File: src/rtl/apb_xfer_sequencer.sv
// APB master-phase sequencer: runs one SETUP/ACCESS transfer on the granted
// channel and returns read data and error status with a one-PCLK done pulse.
module apb_xfer_sequencer #(
  parameter int ADDR_W  = 32,
  parameter int DATA_W  = 32,
  parameter int TIMEOUT = 16
) (
  input  logic                clk,
  input  logic                reset,
  input  logic                p_clk_en,
  input  logic                w_grant,
  input  logic                r_grant,
  input  logic [ADDR_W-1:0]   w_addr,
  input  logic [DATA_W-1:0]   w_data,
  input  logic [DATA_W/8-1:0] w_strb,
  input  logic [2:0]          w_prot,
  input  logic [ADDR_W-1:0]   r_addr,
  input  logic [2:0]          r_prot,
  output logic [ADDR_W-1:0]   paddr,
  output logic                psel,
  output logic                penable,
  output logic                pwrite,
  output logic [DATA_W-1:0]   pwdata,
  output logic [DATA_W/8-1:0] pstrb,
  output logic [2:0]          pprot,
  input  logic                pready,
  input  logic [DATA_W-1:0]   prdata,
  input  logic                pslverr,
  output logic [DATA_W-1:0]   rsp_rdata,
  output logic                rsp_err,
  output logic                done,
  output logic                busy
);

  localparam int CNT_W = (TIMEOUT > 0) ? $clog2(TIMEOUT + 1) : 1;
  localparam logic [CNT_W-1:0] CNT_LAST = (TIMEOUT > 0) ? CNT_W'(TIMEOUT - 1) : '0;

  typedef enum logic [1:0] {
    IDLE   = 2'd0,
    SETUP  = 2'd1,
    ACCESS = 2'd2,
    DONE   = 2'd3
  } state_t;

  state_t           state;
  state_t           state_next;
  logic [CNT_W-1:0] cnt;
  logic             timeout_hit;

  // The timeout check is compiled away when TIMEOUT is 0.
  assign timeout_hit = (TIMEOUT != 0) && (cnt == CNT_LAST);

  // Next-state logic; grants are only looked at in IDLE so a transfer is never aborted.
  always_comb begin
    state_next = state;
    case (state)
      IDLE:    if (w_grant || r_grant) state_next = SETUP;
      SETUP:   state_next = ACCESS;
      ACCESS:  if (pready || timeout_hit) state_next = DONE;
      DONE:    state_next = IDLE;
      default: state_next = IDLE;
    endcase
  end

  // State register, advancing only on PCLK-enabled edges.
  always_ff @(posedge clk or posedge reset) begin
    if (reset) begin
      state <= IDLE;
    end else if (p_clk_en) begin
      state <= state_next;
    end
  end

  // Request capture, wait-state counter and response capture.
  always_ff @(posedge clk or posedge reset) begin
    if (reset) begin
      paddr     <= '0;
      pwrite    <= 1'b0;
      pwdata    <= '0;
      pstrb     <= '0;
      pprot     <= '0;
      rsp_rdata <= '0;
      rsp_err   <= 1'b0;
      cnt       <= '0;
    end else if (p_clk_en) begin
      case (state)
        IDLE: begin
          // Write takes priority if the arbiter ever raises both grants.
          if (w_grant) begin
            paddr  <= w_addr;
            pwrite <= 1'b1;
            pwdata <= w_data;
            pstrb  <= w_strb;
            pprot  <= w_prot;
          end else if (r_grant) begin
            paddr  <= r_addr;
            pwrite <= 1'b0;
            pwdata <= '0;
            pstrb  <= '0;
            pprot  <= r_prot;
          end
        end
        SETUP: cnt <= '0;
        ACCESS: begin
          if (pready) begin
            rsp_err   <= pslverr;
            rsp_rdata <= pwrite ? '0 : prdata;
          end else if (timeout_hit) begin
            rsp_err   <= 1'b1;
            rsp_rdata <= '0;
          end else if (cnt != {CNT_W{1'b1}}) begin
            cnt <= cnt + 1'b1;
          end
        end
        default: ;
      endcase
    end
  end

  assign psel    = (state == SETUP) || (state == ACCESS);
  assign penable = (state == ACCESS);
  assign done    = (state == DONE);
  assign busy    = (state != IDLE);

endmodule

File: config.mk
export PLATFORM = sky130hd
export DESIGN_NAME = apb_xfer_sequencer
export DESIGN_NICKNAME = d
export VERILOG_FILES = /design/src/rtl/apb_xfer_sequencer.sv
export SDC_FILE = /design/constraint.sdc
export NUM_CORES = 1
export LEC_CHECK = 0
export CAP_MARGIN = 10
export CORE_MARGIN = 8
export CORE_UTILIZATION = 39
export CTS_CLUSTER_DIAMETER = 50
export DETAILED_ROUTE_END_ITERATION = 8
export PLACE_DENSITY = 0.89
export SLEW_MARGIN = 30
export SYNTH_ARGS = -nofsm -noshare
export SYNTH_HDL_FRONTEND = slang
export SYNTH_SLANG_ARGS = --single-unit
File: constraint.sdc
create_clock -name clk -period 4.79 [get_ports clk]
set_clock_uncertainty 0.2 [all_clocks]
set_input_delay 0.958 -clock clk [delete_from_list [all_inputs] [get_ports clk]]
set_output_delay 0.958 -clock clk [all_outputs]
set_load 0.02 [all_outputs]
Figure 1. Close-up of the layout.
Window x 19 to 44, y 81 to 106 µm. Cells in grey, sequential cells in the stronger grey; small squares are vias.
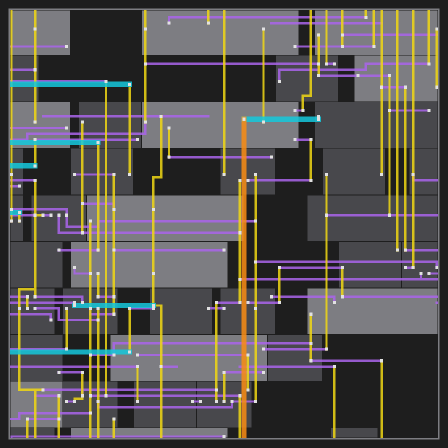
Key: metal 2 = yellow; metal 4 = orange; metal 1 = purple; metal 3 = cyan
28 logic cells have their middle in the window. Most frequent: clkdlybuf4s50_1 (9), a22o_1 (8), dfrtp_1 (8). Netlist names of flops here include `pwdata` (8). Sequential cells in the window: 8.

Figure 2. Track usage over the die.
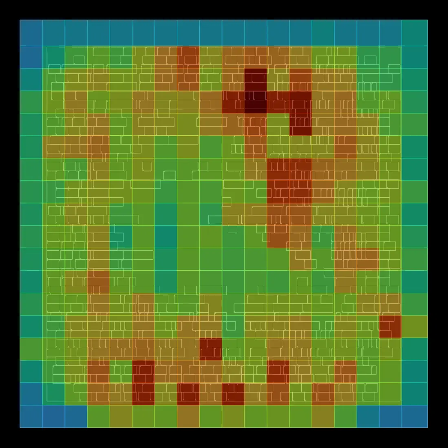
global-route layer with the greatest usage: met2
met2 GRT Util: 0.320
met1 track demand over resource in global routing: 0.203

Figure 3. Signal wires on met1.
(4 px per µm)
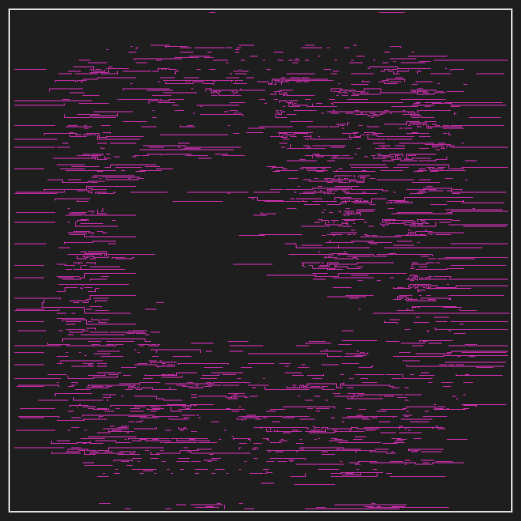
742 nets have wire on it. The layer carries 5830 µm of wire.
final WL: 14700 µm
count of vias placed by the detailed router: 4129

==> impl_summary.log <==
[report] implementation figures
[metrics] clock-pin slew on the worst setup and hold paths: 0.08 ns
[metrics] gp weighted congestion: just over 0.8
[metrics] Power per Cell Area: between 500 and 600 nW/µm²
[metrics] cell total in the yosys stat output: roughly 430
[metrics] main power-consuming group: combinational cells
[metrics] share of synthesized registers carrying an async set or reset: 1.00
[metrics] WL met1: roughly 5800 µm
[metrics] # nets final: ~820
[metrics] FMAX: 316 MHz
[metrics] Synth Instances: 431
[metrics] total area of multi-input combinational cells: 1700 µm²
[metrics] H-tree levels: 3
[metrics] basic-gate share of the synthesized area counting and, or, nand and nor cells: 0.107
[metrics] met3 layer wire length in the routed design: approximately 1000 µm
[metrics] startpoint kind of the worst setup timing path: flop
[metrics] Final Power: approximately 4.4 mW
[metrics] Post-DRT Antenna Nets: 0
[metrics] maximum buffer depth of the clock tree: 2
[metrics] count of pins on the block boundary: roughly 250
[metrics] proportion of synthesized chip area in sequential cells: 0.602
[metrics] core utilization at floorplan: 0.394
[metrics] count of synthesis-stage warnings from yosys: 0
[metrics] Adders+Majority by Area: 0.0188
[metrics] flip-flop and latch count after synthesis: 112
[metrics] power drawn by the sequential cells: 1.58 mW
[metrics] CTS tree: done
[metrics] overall die area: 15700 µm²
[metrics] element type at the critical path end: output port
[metrics] xor/xnor cell area share of the yosys netlist: 0
[metrics] Worst Reg2Reg Path Length in Cells: 6
[metrics] switching share of power: 0.375
[metrics] Critical R2R Capture: cnt[0]
[metrics] overall global routing resource usage: 0.186
[metrics] highest metal layer used by the detailed router: met4
[metrics] total of max-cap violations: 0
[metrics] cell taking the most area after synthesis: sky130_fd_sc_hd__dfrtp_1
[metrics] Net Count, Synth: roughly 580
[metrics] reg-to-reg critical path startpoint: cnt[0]
[metrics] logic depth of the worst setup path including buffers: 3
[metrics] cell at the slowest stage of the critical path: sky130_fd_sc_hd__clkdlybuf4s50_1
[metrics] mapped cell area: about 4700 µm²
[metrics] multiplexer share of the synthesized area: 0.0777
[metrics] Flop area: about 2800 µm²
[metrics] vertical extent of the die: 125 µm
[metrics] buffers and inverters on the worst path: 2
[metrics] count of antenna diodes in the layout: 0
[metrics] number of distinct library cells after synthesis: 25
[metrics] Slowest Stage Delay on Critical Path: just over 0.7 ns
[metrics] comb area leader: AND-OR/OR-AND gates
[metrics] total number of warnings across the stage logs: 30
[metrics] post-route fraction of the period consumed by the critical path: 0.661
[metrics] worst setup path endpoint: penable
[metrics] Tightest Hold Check Type: reg2reg
[metrics] Top cell excl fill/tap: sky130_fd_sc_hd__clkdlybuf4s50_1
[metrics] clock latency at the later pin of the worst-skew pair: between 0.3 and 0.4 ns
[metrics] routed length on met2: roughly 7300 µm
[metrics] grt ovf: 0
[metrics] proportion of power drawn by flip-flops and latches: 0.357
[metrics] status: complete, no violations
[metrics] hold buffer count at CTS: 0
[metrics] normalized max-slew margin: 0.470
[metrics] endpoint required time on the critical path: ~3.6 ns
[metrics] Logic power comb: just over 2 mW
[metrics] Layout Utilization: 0.643
[metrics] main flop type: sky130_fd_sc_hd__dfrtp_1
[metrics] family with the most delay on the worst path: buffers and inverters
[metrics] Max Slew Vio Count: 0
[metrics] Post-Route Hold Slack: about 0.28 ns
[metrics] number of buffers inserted by port buffering: ~250
[metrics] CTS resizes: 0
[metrics] post-place setup slack: between 1.5 and 2 ns
[metrics] setup-violating endpoint count in the final report: 0
[metrics] top library cells by usage in the layout, fill and taps aside: 252 x sky130_fd_sc_hd__clkdlybuf4s50_1, 112 x sky130_fd_sc_hd__dfrtp_1, 106 x sky130_fd_sc_hd__nand2_1
[metrics] post-detailed-placement cell area: around 7300 µm²
[metrics] Wirelength per Cell: 17.9 µm
[metrics] flip-flops with a built-in enable: 0
[metrics] DR pass1 iterations: 5
[metrics] Clock Tree Root: sky130_fd_sc_hd__clkbuf_16
[metrics] detailed-route DRC error count: 0
[metrics] combinational share of power: 0.471
[metrics] post-layout instance count excluding filler cells: 822
[metrics] Inserted Clock Buffers: 9
[metrics] layout cells sized above 1: 0.0385
[metrics] Top-area cell share: 0.602
[metrics] DR vias/cell: 5.02
[metrics] data arrival time at the worst-slack endpoint: between 2 and 2.5 ns
[metrics] standard-cell row count: about 40
[metrics] syn_area_per_cell: between 10 and 15 µm²
[metrics] antenna violations before repair: 0
[metrics] internal power of the cells: 2.77 mW
[metrics] launching instance or port of the critical path: state[0]
[metrics] most instantiated library cell after synthesis: sky130_fd_sc_hd__dfrtp_1
[metrics] transition time at the pin with the least slew margin: 0.795 ns
[metrics] CTS Sinks: between 100 and 150
[metrics] number of placed instances with taps included: roughly 810
[metrics] clock network power: between 0.7 and 0.8 mW
[metrics] horizontal die size: about 130 µm
[metrics] setup repair after global routing missed its margin: no
[metrics] Post-CTS Setup Bufs: 0
[metrics] half-perimeter wire length after detailed placement: between 10000 and 15000 µm
[metrics] biggest regs: paddr: 32 flops, pwdata: 32 flops, rsp_rdata: 32 flops
[metrics] Iter 0 DRT Violations: between 200 and 250
[metrics] Sw Pwr: about 1.7 mW
[metrics] leakage power of the design: between 3 and 4 nW
[metrics] tally of filler cells in the layout: slightly above 900
[metrics] biggest fanout along the worst timing path: 13
[metrics] Synth top cells by count: 112 x sky130_fd_sc_hd__dfrtp_1, 106 x sky130_fd_sc_hd__nand2_1, 68 x sky130_fd_sc_hd__o21ai_0, 36 x sky130_fd_sc_hd__a22o_1, 35 x sky130_fd_sc_hd__mux2i_1
[metrics] wire length of the first global-routing pass: around 23000 µm
[metrics] Synth Area in Compound Gates: 0.160
[metrics] maximum number of pins on one net before global-route repair: 93
[metrics] Main area contributors: sky130_fd_sc_hd__dfrtp_1 60%, sky130_fd_sc_hd__nand2_1 8.5%, sky130_fd_sc_hd__mux2i_1 7.5%, sky130_fd_sc_hd__o21ai_0 7.3%, sky130_fd_sc_hd__a22o_1 6.8%
[metrics] r2r setup slk: 2.35 ns
[metrics] Final Hold Fails: 0
[metrics] highest ir drop seen on vdd: around 0.35 mV
[metrics] Setup TNS: 0 ns
[metrics] core region area: between 10000 and 15000 µm²
[metrics] minimum period implied by the final worst setup slack: about 3.2 ns
[metrics] critical path class: reg2out
[metrics] synthesized chip area reported by yosys: ~4700 µm²
[metrics] share of total power in the clock network: 0.172
[metrics] cell chain of the critical path: inv_1, ha_1, clkdlybuf4s50_1
[metrics] number of global-route vias before repair: between 4000 and 5000
Figure 4. Placed cells, one colour a class.
(3 px per µm)
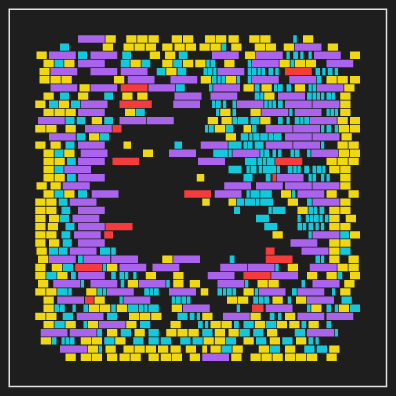
Key: clock drivers and dummy loads = red [cells 16]; combinational and other logic = cyan [cells 288]; flops = purple [cells 112]; other buffers and delay cells = yellow [cells 259]

Figure 5. Sizing map.
(3 px per µm)
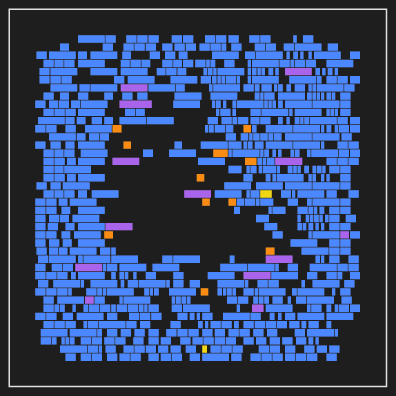
Key: _3 and _4 cells = orange [cells 11, share 1.6%, most used buf_4]; _2 cells = yellow [cells 2, share 0.30%]; _0 and _1 cells = blue [cells 649, share 96%, most used clkdlybuf4s50_1]; _6 and larger = purple [cells 13, share 1.9%, most used clkbuf_16]
post-layout instance area: 7600 µm²
min setup slack post-route: 1.62 ns
Non-clk bufs: 259
area grow syn2layout: 63.2%

==> per-layer routing <==
layer,vias to the layer above,track usage
met1,1951,0.203
li1,1972,-
met5,-,0
met3,34,0.0620
met4,0,0.0924
met2,172,0.320
==> final cells by class <==
cell class,instances,area share
sequential,112,0.369
timing repair buffer,259,0.339
multi-input combinational,280,0.223
clock buffer,10,0.0301
tap,147,0.0242
clock inverter,6,0.0100
inverter,8,0.00461
==> worst min-delay path by stage <==
stage,endpoint,slack [ns],cells past startpoint,startpoint
after floorplan,cnt[3],0.28,2,cnt[3]
after global placement,rsp_rdata[27],0.26,2,rsp_rdata[27]
after detailed placement,paddr[21],0.27,2,paddr[21]
after CTS,paddr[1],0.29,2,paddr[1]
after global routing,paddr[1],0.31,2,paddr[1]
final,rsp_rdata[15],0.28,2,rsp_rdata[15]
No activity file was given, so power comes from the tool's default toggle rates.
